<file path="src/rtl/ospi_pkg.sv">
// ospi_pkg: op encoding, flash opcodes and FSM states shared by the OSPI command sequencer.
package ospi_pkg;
  typedef enum logic [1:0] {
    OP_READ    = 2'd0,
    OP_WRITE   = 2'd1,
    OP_ERASE   = 2'd2,
    OP_ILLEGAL = 2'd3
  } op_e;
  typedef enum logic [3:0] {
    S_IDLE,
    S_WREN,
    S_GAP_WREN,
    S_CMD,
    S_ADDR,
    S_DUMMY,
    S_DATA,
    S_RESP,
    S_GAP
  } state_e;
  localparam logic [7:0] OPC_READ  = 8'h0B;
  localparam logic [7:0] OPC_WRITE = 8'h02;
  localparam logic [7:0] OPC_ERASE = 8'h20;
  localparam logic [7:0] OPC_WREN  = 8'h06;
  localparam int CNT_W = 8;
  function automatic logic [7:0] opcode_of(op_e op);
    return op == OP_READ ? OPC_READ : op == OP_WRITE ? OPC_WRITE : OPC_ERASE;
  endfunction
endpackage

</file>
<file path="src/rtl/ospi_cmd_sequencer_if.sv">
// ospi_cmd_sequencer_if: host request/response port plus the octal-SPI pins.
interface ospi_cmd_sequencer_if #(parameter int ADDR_W = 24);
  logic              req_valid;
  logic              req_ready;
  logic [1:0]        req_op;
  logic [ADDR_W-1:0] req_addr;
  logic [7:0]        req_wdata;
  logic              resp_valid;
  logic [7:0]        resp_rdata;
  logic              resp_err;
  logic              ospi_clk;
  logic              ospi_cs;
  logic [7:0]        ospi_io_out;
  logic              ospi_io_oe;
  logic [7:0]        ospi_io_in;
  modport master (
    output req_valid, req_op, req_addr, req_wdata, ospi_io_in,
    input  req_ready, resp_valid, resp_rdata, resp_err,
    input  ospi_clk, ospi_cs, ospi_io_out, ospi_io_oe
  );
  modport slave (
    input  req_valid, req_op, req_addr, req_wdata, ospi_io_in,
    output req_ready, resp_valid, resp_rdata, resp_err,
    output ospi_clk, ospi_cs, ospi_io_out, ospi_io_oe
  );
endinterface

</file>
<file path="src/rtl/ospi_beat_timer.sv">
// ospi_beat_timer: two-phase beat generator with a down-counter reloaded on every state change.
module ospi_beat_timer
  import ospi_pkg::*;
(
  input  logic             clk,
  input  logic             reset,
  input  logic             load,
  input  logic             cyc_mode,
  input  logic             active,
  input  logic [CNT_W-1:0] load_cnt,
  output logic             phase,
  output logic             last_beat,
  output logic             ospi_clk
);
  logic [CNT_W-1:0] cnt;
  // cyc_mode counts plain clk cycles (CS gaps) with phase frozen low
  always_ff @(posedge clk or posedge reset)
    if (reset) begin
      phase <= 1'b0;
      cnt   <= '0;
    end else if (load) begin
      phase <= 1'b0;
      cnt   <= load_cnt;
    end else begin
      phase <= !cyc_mode && !phase;
      if ((cyc_mode || phase) && cnt != '0) cnt <= cnt - CNT_W'(1);
    end
  assign last_beat = cnt == '0;
  assign ospi_clk  = active && phase;
endmodule

</file>
<file path="src/rtl/ospi_cmd_sequencer.sv">
// ospi_cmd_sequencer: turns single-byte read/write/erase requests into octal-SPI SDR transactions.
module ospi_cmd_sequencer
  import ospi_pkg::*;
#(
  parameter int ADDR_W      = 24,
  parameter int DUMMY_BEATS = 8,
  parameter int CS_GAP      = 2
) (
  input logic                clk,
  input logic                reset,
  ospi_cmd_sequencer_if.slave bus
);
  localparam int ADDR_BYTES = ADDR_W / 8;
  state_e            state, state_n;
  op_e               op_q;
  logic [ADDR_W-1:0] addr_q;
  logic [7:0]        wdata_q, rdata_q;
  logic              phase, last_beat, cyc_mode, adv, active, accept, wr_data, resp;
  logic [CNT_W-1:0]  load_cnt;
  assign accept   = state == S_IDLE && bus.req_valid;
  assign cyc_mode = state inside {S_IDLE, S_GAP_WREN, S_RESP, S_GAP};
  assign adv      = last_beat && (cyc_mode || phase);
  assign active   = state inside {S_WREN, S_CMD, S_ADDR, S_DUMMY, S_DATA};
  assign wr_data  = state == S_DATA && op_q == OP_WRITE;
  assign resp     = state == S_RESP;
  always_comb begin
    state_n = state;
    case (state)
      S_IDLE:     if (bus.req_valid) state_n = bus.req_op == OP_ILLEGAL ? S_RESP :
                                               bus.req_op == OP_READ ? S_CMD : S_WREN;
      S_WREN:     if (adv) state_n = S_GAP_WREN;
      S_GAP_WREN: if (adv) state_n = S_CMD;
      S_CMD:      if (adv) state_n = S_ADDR;
      S_ADDR:     if (adv) state_n = op_q == OP_ERASE ? S_RESP :
                                     (op_q == OP_WRITE || DUMMY_BEATS == 0) ? S_DATA : S_DUMMY;
      S_DUMMY:    if (adv) state_n = S_DATA;
      S_DATA:     if (adv) state_n = S_RESP;
      S_RESP:     state_n = (op_q == OP_ILLEGAL || CS_GAP < 2) ? S_IDLE : S_GAP;
      S_GAP:      if (adv) state_n = S_IDLE;
      default:    state_n = S_IDLE;
    endcase
  end
  // RESP already provides one CS-high cycle, so GAP supplies the remaining CS_GAP-1
  assign load_cnt = state_n == S_GAP_WREN ? CNT_W'(CS_GAP - 1) :
                    state_n == S_ADDR     ? CNT_W'(ADDR_BYTES - 1) :
                    state_n == S_DUMMY    ? CNT_W'(DUMMY_BEATS - 1) :
                    state_n == S_GAP      ? CNT_W'(CS_GAP - 2) : '0;
  always_ff @(posedge clk or posedge reset)
    if (reset) begin
      state   <= S_IDLE;
      op_q    <= OP_READ;
      addr_q  <= '0;
      wdata_q <= '0;
      rdata_q <= '0;
    end else begin
      state <= state_n;
      if (accept) begin
        op_q    <= op_e'(bus.req_op);
        addr_q  <= bus.req_addr;
        wdata_q <= bus.req_wdata;
        rdata_q <= '0;
      end
      if (state == S_ADDR && phase) addr_q <= addr_q << 8;
      if (state == S_DATA && phase && op_q == OP_READ) rdata_q <= bus.ospi_io_in;
    end
  ospi_beat_timer u_timer (
    .clk      (clk),
    .reset    (reset),
    .load     (state_n != state),
    .cyc_mode (cyc_mode),
    .active   (active),
    .load_cnt (load_cnt),
    .phase    (phase),
    .last_beat(last_beat),
    .ospi_clk (bus.ospi_clk)
  );
  assign bus.ospi_cs     = !active;
  assign bus.ospi_io_oe  = state inside {S_WREN, S_CMD, S_ADDR} || wr_data;
  assign bus.ospi_io_out = state == S_WREN ? OPC_WREN :
                           state == S_CMD  ? opcode_of(op_q) :
                           state == S_ADDR ? addr_q[ADDR_W-1 -: 8] :
                           wr_data         ? wdata_q : 8'h00;
  assign bus.req_ready   = state == S_IDLE && !reset;
  assign bus.resp_valid  = resp;
  assign bus.resp_err    = resp && op_q == OP_ILLEGAL;
  assign bus.resp_rdata  = resp ? rdata_q : 8'h00;
endmodule

</file>
<file path="src/flat_wrapper.sv">
// flat-port wrapper written by rule: the top's interface ports become plain ports
module ospi_cmd_sequencer_flat import ospi_pkg::*;
#(
  parameter int ADDR_W      = 24,
  parameter int DUMMY_BEATS = 8,
  parameter int CS_GAP      = 2
)
  (clk, reset, bus_req_valid, bus_req_op, bus_req_addr, bus_req_wdata, bus_ospi_io_in, bus_req_ready, bus_resp_valid, bus_resp_rdata, bus_resp_err, bus_ospi_clk, bus_ospi_cs, bus_ospi_io_out, bus_ospi_io_oe);
  ospi_cmd_sequencer_if #(.ADDR_W(ADDR_W)) bus_i ();
  input logic clk;
  input logic reset;
  input wire logic [$bits(bus_i.req_valid)-1:0] bus_req_valid;
  input wire logic [$bits(bus_i.req_op)-1:0] bus_req_op;
  input wire logic [$bits(bus_i.req_addr)-1:0] bus_req_addr;
  input wire logic [$bits(bus_i.req_wdata)-1:0] bus_req_wdata;
  input wire logic [$bits(bus_i.ospi_io_in)-1:0] bus_ospi_io_in;
  output wire logic [$bits(bus_i.req_ready)-1:0] bus_req_ready;
  output wire logic [$bits(bus_i.resp_valid)-1:0] bus_resp_valid;
  output wire logic [$bits(bus_i.resp_rdata)-1:0] bus_resp_rdata;
  output wire logic [$bits(bus_i.resp_err)-1:0] bus_resp_err;
  output wire logic [$bits(bus_i.ospi_clk)-1:0] bus_ospi_clk;
  output wire logic [$bits(bus_i.ospi_cs)-1:0] bus_ospi_cs;
  output wire logic [$bits(bus_i.ospi_io_out)-1:0] bus_ospi_io_out;
  output wire logic [$bits(bus_i.ospi_io_oe)-1:0] bus_ospi_io_oe;
  assign bus_i.req_valid = bus_req_valid;
  assign bus_i.req_op = bus_req_op;
  assign bus_i.req_addr = bus_req_addr;
  assign bus_i.req_wdata = bus_req_wdata;
  assign bus_i.ospi_io_in = bus_ospi_io_in;
  assign bus_req_ready = bus_i.req_ready;
  assign bus_resp_valid = bus_i.resp_valid;
  assign bus_resp_rdata = bus_i.resp_rdata;
  assign bus_resp_err = bus_i.resp_err;
  assign bus_ospi_clk = bus_i.ospi_clk;
  assign bus_ospi_cs = bus_i.ospi_cs;
  assign bus_ospi_io_out = bus_i.ospi_io_out;
  assign bus_ospi_io_oe = bus_i.ospi_io_oe;
  ospi_cmd_sequencer #(.ADDR_W(ADDR_W), .DUMMY_BEATS(DUMMY_BEATS), .CS_GAP(CS_GAP)) u_core (.clk(clk), .reset(reset), .bus(bus_i));
endmodule
</file>
<file path="config.mk">
export PLATFORM = sky130hd
export DESIGN_NAME = ospi_cmd_sequencer_flat
export DESIGN_NICKNAME = d
export VERILOG_FILES = /design/src/rtl/ospi_pkg.sv /design/src/rtl/ospi_cmd_sequencer_if.sv /design/src/rtl/ospi_beat_timer.sv /design/src/rtl/ospi_cmd_sequencer.sv /design/src/flat_wrapper.sv
export SDC_FILE = /design/constraint.sdc
export NUM_CORES = 1
export LEC_CHECK = 0
export ABC_CLOCK_PERIOD_IN_PS = 3550
export CAP_MARGIN = 10
export CORE_ASPECT_RATIO = 1.2
export CORE_MARGIN = 5
export CORE_UTILIZATION = 25
export DETAILED_ROUTE_END_ITERATION = 10
export HOLD_SLACK_MARGIN = 0.15
export PLACE_DENSITY = 0.57
export SLEW_MARGIN = 20
export SYNTH_ARGS = -nofsm -noshare
export SYNTH_HDL_FRONTEND = slang
export SYNTH_SLANG_ARGS = --single-unit
</file>
<file path="constraint.sdc">
create_clock -name clk -period 3.55 [get_ports clk]
set_input_delay 0.355 -clock clk [delete_from_list [all_inputs] [get_ports clk]]
set_output_delay 0.355 -clock clk [all_outputs]
set_load 0.005 [all_outputs]
</file>
==> qor.yml, run 1 <==
fin_ws_ns: 0.614
dp_hpwl_mm: 5.48
drive_above_1_share: 0.0891
yosys-stat-area_um2: 2800
setup_viol: 0
clk_pin_slew_ns: 0.07
status: "finished, final reports clean"
hold_path_class: "flip-flop to flip-flop"
fp_nets: 331
dpl-instance-area_um2: 3620
drcViolationCount: 0
startpoint_type: "flip-flop"
ys_async_sr_fraction: 1.00
reg2reg_depth: 6
powerDensity_nw_per_um2: 795
regToRegSetupSlack_ns: 0.79
synth.distinct_cells: 41
ff_type: "dfrtp_1"
cts_tree: "done"
ant_nets: 0
clockRootBuffer: "clkbuf_16"
hold_viol_final: 0
min_path_cells: 2
gp_congestion: 0.842
routed_wl_mm: 7.51
holdPathEnd: "u_core.addr_q[10]"
tightestPinTransition_ns: 0.715
worstPathArrival_ns: 2.58
die_w_um: 107
p_sw_mw: 1.17
clock_sinks: 55
p_seq_frac: 0.366
io_pins: 67
cts_max_level: 2
cts_setup_buffers: 0
crit_type: "flip-flop to primary output"
die_h_um: 126
ir_worst_vdd_mv: 0.320
p_int_mw: 1.83
p_clk_frac: 0.170
grt_max_degree: 56
grt_pass1_wl_mm: 12.3
antenna_found_initial: 0
overflow: 0
rsz0062_at_grt: "no"
p_comb_frac: 0.464
r2r_start: "u_core.state[0]"
[run 1: state kept, by name, summed over array words and instances, names as in the netlist]
signal / flops
u_core.op_q: 2
u_core.state: 4
u_core.wdata_q: 8
u_core.rdata_q: 8
u_core.addr_q: 24
u_core.u_timer.cnt: 8
u_core.u_timer.phase: 1
[run 1: power by group through the flow]
stage	logic, mW	clock network (mW)	registers, mW
after floorplan	1.05	0	1.01
after global placement	1.39	0	1.10
after detailed placement	1.39	0	1.11
after CTS	1.41	0.530	1.10
after global routing	1.58	0.550	1.13
final	1.39	0.510	1.10
[run 1: how the worst max path moves through the flow]
stage / cells past startpoint / slack (ns) / to / start
after floorplan: 8 / 1.18 / u_core.u_timer.cnt[1] / u_core.u_timer.cnt[0]
after global placement: 6 / 0.92 / u_core.u_timer.cnt[1] / u_core.state[0]
after detailed placement: 6 / 0.82 / u_core.u_timer.cnt[1] / u_core.state[0]
after CTS: 5 / 0.62 / bus_ospi_io_out[3] / u_core.state[0]
after global routing: 5 / 0.41 / bus_ospi_io_out[0] / u_core.state[0]
final: 5 / 0.61 / bus_ospi_io_out[3] / u_core.state[0]
[run 1: layer usage]
layer / up-vias / GRT usage / wire length, µm
li1: 1146 / - / -
met1: 1155 / 0.135 / 3200
met2: 73 / 0.192 / 3770
met3: 10 / 0.0297 / 392
met4: 0 / 0.0331 / 152
met5: - / 0 / 0
[run 1: cell type report]
cell class,count,area (µm²),area share
sequential,55,1380,0.364
multi-input combinational,202,1330,0.352
timing repair buffer,74,721,0.191
tap,132,165,0.0437
clock buffer,6,139,0.0368
inverter,9,33.8,0.00894
clock inverter,2,13.8,0.00364
[run 1: critical path, stage by stage (launching register included)]
cell	delay (ns)
dfrtp_1	0.72
nand2_1	0.19
nor3_1	0.48
and2_1	0.25
a221o_1	0.14
clkdlybuf4s50_1	0.50
[run 1: logic make-up after synthesis]
family / Yosys count / share of synthesized area
AOI/OAI and AO/OA: 66 / 0.180
xor gates and xnor gates: 7 / 0.0219
adders and majority gates: 6 / 0.0268
buffers and inverters: 23 / 0.0348
DFF: 55 / 0.491
muxes: 12 / 0.0482
and+or+nand+nor: 111 / 0.197
[run 1: synthesized netlist by cell type (all sizes together) (5+ instances only)]
| cell type | count | area, µm² |
|---|---|---|
| a21oi | 5 | 25.0 |
| inv | 9 | 33.8 |
| and2 | 11 | 68.8 |
| clkbuf | 8 | 30.0 |
| nand2 | 42 | 158 |
| o21ai | 8 | 40.0 |
| a22o | 21 | 184 |
| ha | 6 | 75.1 |
| nor3 | 11 | 55.1 |
| dfrtp | 55 | 1380 |
| mux2 | 9 | 105 |
| nor2 | 22 | 82.6 |
| nand3 | 5 | 25.0 |
| a22oi | 17 | 128 |
| buf | 6 | 33.8 |
[run 1: cells in the final DEF (no fill, tap or decap), types with 11 or more instances in the layout]
master           netlist  routed
nand2_1               42      42
nor3_1                11      11
and2_1                11      11
dfrtp_1               55      55
a22oi_1               17      17
clkdlybuf4s50_1        0      66
nor2_1                22      22
a22o_1                21      21
**Run 1: gate-type map**

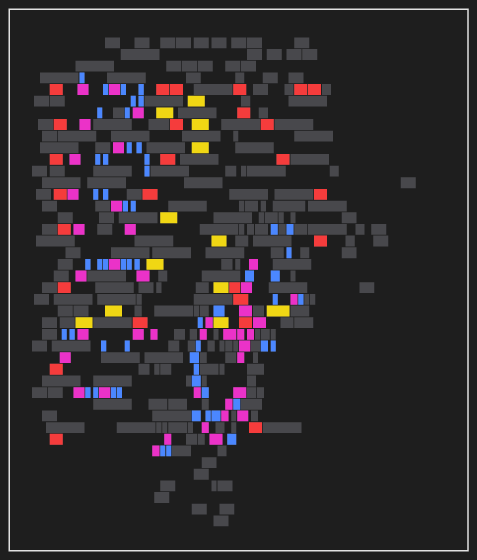
[magenta] aoi and oai cells | cells: 40
[yellow] mux cells | cells: 12
[blue] nand cells | cells: 55
[red] non-inverting ao/oa cells | cells: 26
logic share of the area: 0.352
most used logic cell in the final layout: clkdlybuf4s50_1
Finished Layout Cells: 480

**Run 1: the clock network**

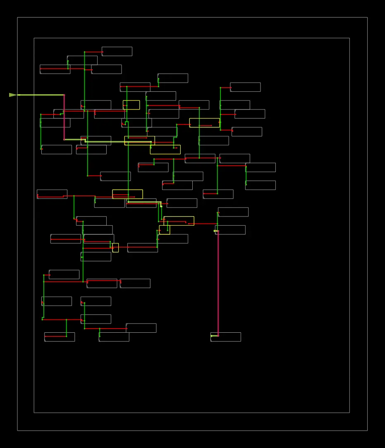
Clock buffer cells: 6
registers: 55
worst-skew pair later-pin latency: 0.29 ns
Setup Skew: 0.00784 ns
TritonCTS Buffers: 5

**Run 1: sequential cells grouped by signal name**

Other sequential cells in the stronger grey, the rest of the logic in the fainter grey.
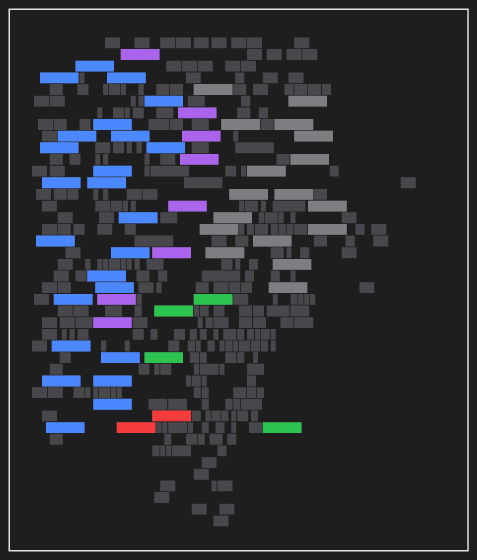
[purple] `u_core.wdata_q` | placed flops: 8
[blue] `u_core.addr_q` | placed flops: 24
[red] `u_core.op_q` | placed flops: 2
[green] `u_core.state` | placed flops: 4 | where: middle
not coloured: 17
flop share of the area: 0.364
Seq power: 1.10 mW
Reg area: 1380 µm²
post-layout util: 0.344

**Run 1: clock wires, drivers and flops**

Bar = 20 µm.
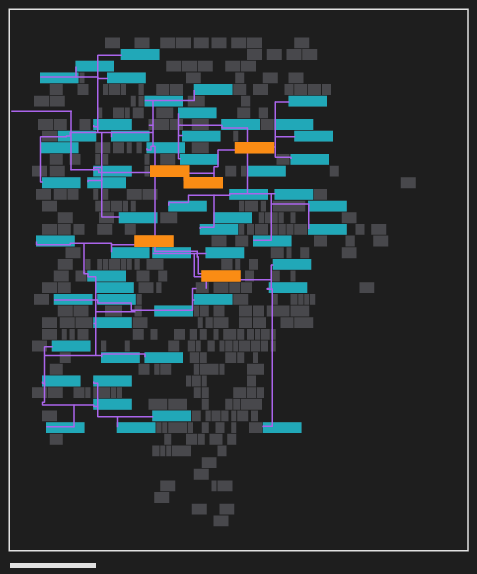

==> run 1 -> run 2 <==
--- a/config.mk
+++ b/config.mk
@@ -5,14 +5,14 @@
 export SDC_FILE = /design/constraint.sdc
 export NUM_CORES = 1
 export LEC_CHECK = 0
-export ABC_CLOCK_PERIOD_IN_PS = 3550
+export ABC_CLOCK_PERIOD_IN_PS = 2350
 export CAP_MARGIN = 10
 export CORE_ASPECT_RATIO = 1.2
 export CORE_MARGIN = 5
 export CORE_UTILIZATION = 25
 export DETAILED_ROUTE_END_ITERATION = 10
 export HOLD_SLACK_MARGIN = 0.15
-export PLACE_DENSITY = 0.57
+export PLACE_DENSITY = 0.59
 export SLEW_MARGIN = 20
 export SYNTH_ARGS = -nofsm -noshare
 export SYNTH_HDL_FRONTEND = slang
==> constraint.sdc (replaced) <==
create_clock -name clk -period 2.35 [get_ports clk]
set_input_delay 0.235 -clock clk [delete_from_list [all_inputs] [get_ports clk]]
set_output_delay 0.235 -clock clk [all_outputs]
set_load 0.005 [all_outputs]
**Run 2: clock wires, drivers and flops**

Bar = 20 µm.
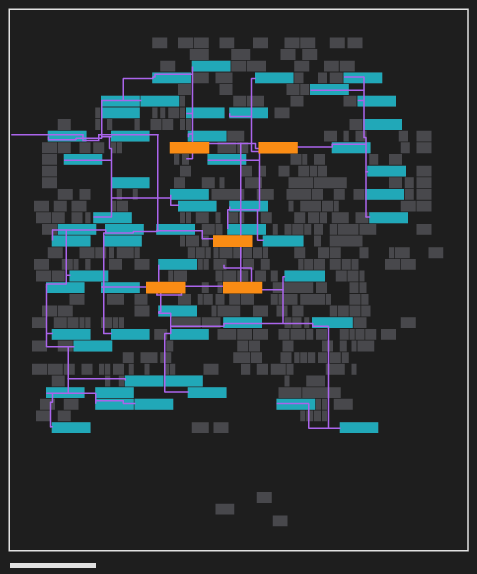
[purple] clock wires | length: 766 µm
[cyan] flip-flops | count: 55
[orange] clock-net drivers | count: 5
routed clock nets: 6
Clk power: 0.754 mW
Clk pwr share: 0.145

**Run 2: drive-strength map**

Bar = 20 µm.
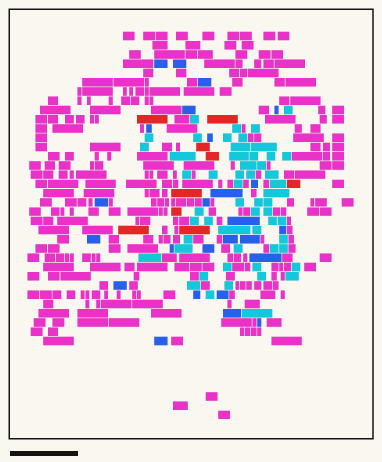
[red] x6 and larger | cells: 9 | share: 2.3%
[cyan] x3 and x4 | cells: 55 | share: 14%
[magenta] x1 and smaller | cells: 295 | share: 77%
[blue] x2 | cells: 25 | share: 6.5%

==> qor.yml, run 2 <==
status: "finished, final reports clean"
ir_worst_vdd_mv: 0.521
cts_max_level: 2
drcViolationCount: 0
crit_type: "flip-flop to flip-flop"
yosys-stat-area_um2: 2800
die_w_um: 107
reg2reg_depth: 6
fin_util: 0.383
cts_tree: "done"
holdPathEnd: "u_core.addr_q[15]"
ant_nets: 0
top_register: "u_core.addr_q"
grtUsageMet1: 0.159
grt_pass1_wl_mm: 13.7
antenna_found_initial: 0
top_area_frac: 0.491
tightestPinTransition_ns: 0.725
clockRootBuffer: "clkbuf_16"
yosysMostFrequentCell: "dfrtp_1"
clock_sinks: 55
overflow: 0
==> run 2: worst max path at each step <==
stage | start | to | slack [ns] | cells past startpoint
2_1_floorplan | u_core.state[1] | u_core.u_timer.cnt[1] | 0.01 | 7
3_3_place_gp | u_core.u_timer.cnt[0] | u_core.u_timer.cnt[1] | -0.09 | 8
3_5_place_dp | u_core.u_timer.cnt[0] | u_core.u_timer.cnt[1] | -0.13 | 8
4_1_cts | u_core.state[2] | bus_ospi_io_out[1] | -0.003 | 7
5_1_grt | u_core.u_timer.cnt[0] | u_core.u_timer.cnt[1] | -0.002 | 8
6_report | u_core.state[1] | u_core.u_timer.cnt[1] | 0.08 | 6
==> run 2: power breakdown <==
group          switching [mW]  total [mW]  internal (mW)
Sequential              0.272        1.61           1.34
Combinational            1.44        2.85           1.42
Clock                   0.357       0.754          0.396
Total                    2.06        5.21           3.15
==> run 2: metal layers <==
metal,vias up,share of wire
met3,9,0.073
li1,1219,-
met2,83,0.49
met1,1189,0.43
met4,0,0.011
met5,-,0
==> run 2: cell type report <==
| cell class | instances | area [µm²] | area share |
|---|---|---|---|
| Tap cell | 132 | 165 | 0.0393 |
| Sequential cell | 55 | 1380 | 0.328 |
| Timing Repair Buffer | 110 | 1010 | 0.241 |
| Clock inverter | 3 | 18.8 | 0.00447 |
| Clock buffer | 5 | 125 | 0.0298 |
| Inverter | 9 | 33.8 | 0.00804 |
| Multi-Input combinational cell | 202 | 1470 | 0.350 |
==> run 2: kinds of logic after synthesis <==
| logic type | after synthesis | synth area share |
|---|---|---|
| and+or+nand+nor | 111 | 0.197 |
| muxes | 12 | 0.0482 |
| AOI/OAI and AO/OA | 66 | 0.180 |
| buffers and inverters | 23 | 0.0348 |
| xor gates and xnor gates | 7 | 0.0219 |
| DFF | 55 | 0.491 |
| adders and majority gates | 6 | 0.0268 |
==> run 2: worst max-delay path: stages, from the launching register on <==
cell and delay, ns:
dfrtp_2 0.46, and4b_4 0.25, or4_4 0.49, a21oi_1 0.29, a211oi_2 0.08, a211o_2 0.30, mux2_4 0.29
==> run 2: what timing repair did <==
action                     CTS  global route
pin swaps                    1             4
setup buffers                5             6
setup endpoints to repair   16            14
gates resized               22            18
**Run 2: the clock network**

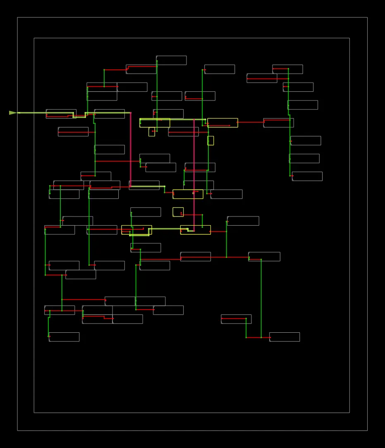

==> run 2 -> run 3 <==
--- a/config.mk
+++ b/config.mk
@@ -6,13 +6,12 @@
 export NUM_CORES = 1
 export LEC_CHECK = 0
 export ABC_CLOCK_PERIOD_IN_PS = 2350
-export CAP_MARGIN = 10
-export CORE_ASPECT_RATIO = 1.2
+export CAP_MARGIN = 20
 export CORE_MARGIN = 5
-export CORE_UTILIZATION = 25
+export CORE_UTILIZATION = 45
 export DETAILED_ROUTE_END_ITERATION = 10
 export HOLD_SLACK_MARGIN = 0.15
-export PLACE_DENSITY = 0.59
+export PLACE_DENSITY = 0.87
 export SLEW_MARGIN = 20
 export SYNTH_ARGS = -nofsm -noshare
 export SYNTH_HDL_FRONTEND = slang
**Run 3: the clock network**

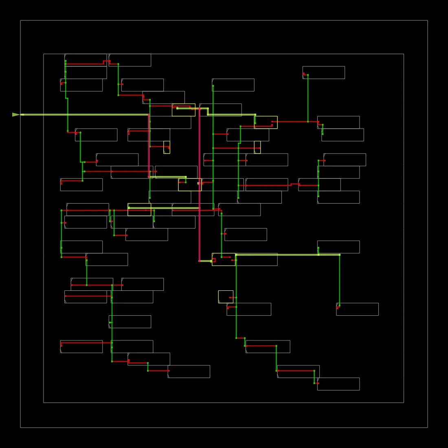
Clk power: 0.523 mW
Clock buffer cells: 7
Setup Skew: 0.00510 ns

==> qor.yml, run 3 <==
fin_util: 0.671
comb_area_um2: 1430
mostFrequentLayoutCells: "clkdlybuf4s50_1, dfrtp_1, nand2_1, buf_4, a22o_1"
ant_nets: 0
grt_pass1_wl_mm: 12.0
numCtsBuffers: 5
yosysMostFrequentCell: "dfrtp_1"
crit_type: "flip-flop to flip-flop"
clock_sinks: 55
io_pins: 67
ys_async_sr_fraction: 1.00
fp_nets: 331
grt_max_degree: 56
fin_ws_ns: -0.0232
startpoint_type: "flip-flop"
failed_checks: "negative setup slack"
dp_hpwl_mm: 5.30
yosys-stat-area_um2: 2800
synth.distinct_cells: 41
drive_above_1_share: 0.209
yosysTopAreaCell: "dfrtp_1"
ir_worst_vdd_mv: 0.684
clock_latency_ns: 0.31
setup_viol: 2
status: "complete, but fails checks"
cts_tree: "done"
**Run 3: M4 wires**

Supply wires on this layer in grey.
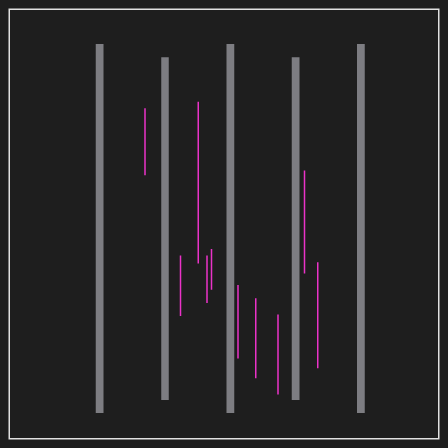
main direction: vertical
wire length on this layer: 167 µm
share of all routed wire: 2.1%
Total Wirelength: 8.02 mm
via count: 2657

run 3: netlist changes by cell type in the layout (fill, tap and decap cells not counted), sizes merged:
cell           previous run  this run
clkinv                    2         0
buf                      44        41
dlymetal6s2s              5         3
clkbuf                    5         7
clkdlybuf4s50            58        62
dlygate4sd2               3         2
run 3: cells by family (layout without fill, tap and decap cells):
kind of cell / after synthesis / after routing / synth area share
adder cells (fa/ha/maj): 6 / 6 / 0.0268
AND/OR/NAND/NOR: 111 / 111 / 0.197
buffers and inverters: 23 / 125 / 0.0348
multiplexers: 12 / 12 / 0.0482
XOR/XNOR: 7 / 7 / 0.0219
AND-OR/OR-AND: 66 / 66 / 0.180
flip-flops: 55 / 55 / 0.491
run 3: final cells by class:
class                      instances  share of cell area
tap                               75              0.0233
clock inverter                     1             0.00218
multi-input combinational        202               0.356
sequential                        55               0.343
clock buffer                       7              0.0190
inverter                           9             0.00841
timing repair buffer             108               0.248
run 3: power groups by stage:
| stage | Combinational, mW | Sequential, mW | Clock, mW |
|---|---|---|---|
| 2_1_floorplan | 1.59 | 1.52 | 0 |
| 3_3_place_gp | 2.37 | 1.58 | 0 |
| 3_5_place_dp | 2.42 | 1.61 | 0 |
| 4_1_cts | 2.53 | 1.59 | 0.532 |
| 5_1_grt | 3.14 | 1.64 | 0.568 |
| 6_report | 2.88 | 1.60 | 0.523 |
run 3: critical path: stages, from the launching register on:
cell	delay [ns]
dfrtp_2	0.45
buf_4	0.15
nor3_1	0.36
nor4_1	0.14
buf_4	0.18
o32ai_1	0.47
buf_4	0.21
a21oi_1	0.04
mux2i_1	0.17
mux2i_1	0.10
run 3: final timing paths:
check                                 startpoint               endpoint  slack [ns]  depth (start not counted)
worst max register to register   u_core.state[2]  u_core.u_timer.cnt[0]       -0.02                          9
max in group asynchronous                  reset        u_core.state[0]        1.38                          3
worst max-delay path             u_core.state[2]  u_core.u_timer.cnt[0]       -0.02                          9
min in group clk                u_core.addr_q[9]       u_core.addr_q[9]        0.48                          2
worst min register to register  u_core.addr_q[9]       u_core.addr_q[9]        0.48                          2
worst min-delay path                       reset      u_core.rdata_q[1]        0.48                          3
run 3: metrics by stage:
step | hold slack, ns | instances | cell area (µm²) | worst slack [ns]
floorplan | 0.352 | 280 | 2810 | 0.0113
global route | 0.510 | 457 | 4020 | -0.164
CTS | 0.487 | 447 | 3850 | 0.00602
global placement | 0.459 | 434 | 3700 | 0.0694
finish | 0.481 | 457 | 4020 | -0.0232
detailed placement | 0.463 | 434 | 3700 | -0.00489
run 3: metal layers:
metal | GRT usage | vias up | routed length, µm
met5 | 0 | - | 0
met2 | 0.320 | 142 | 3990
met3 | 0.0461 | 23 | 673
met4 | 0.0508 | 0 | 167
met1 | 0.259 | 1279 | 3180
li1 | - | 1213 | -
run 3: repair_timing:
item | CTS | global route
resized | 11 | 18
pin swaps | 0 | 3
setup endpoints to repair | 9 | 26
buffers inserted | 5 | 10
Power is estimated from default activity; no workload was simulated.
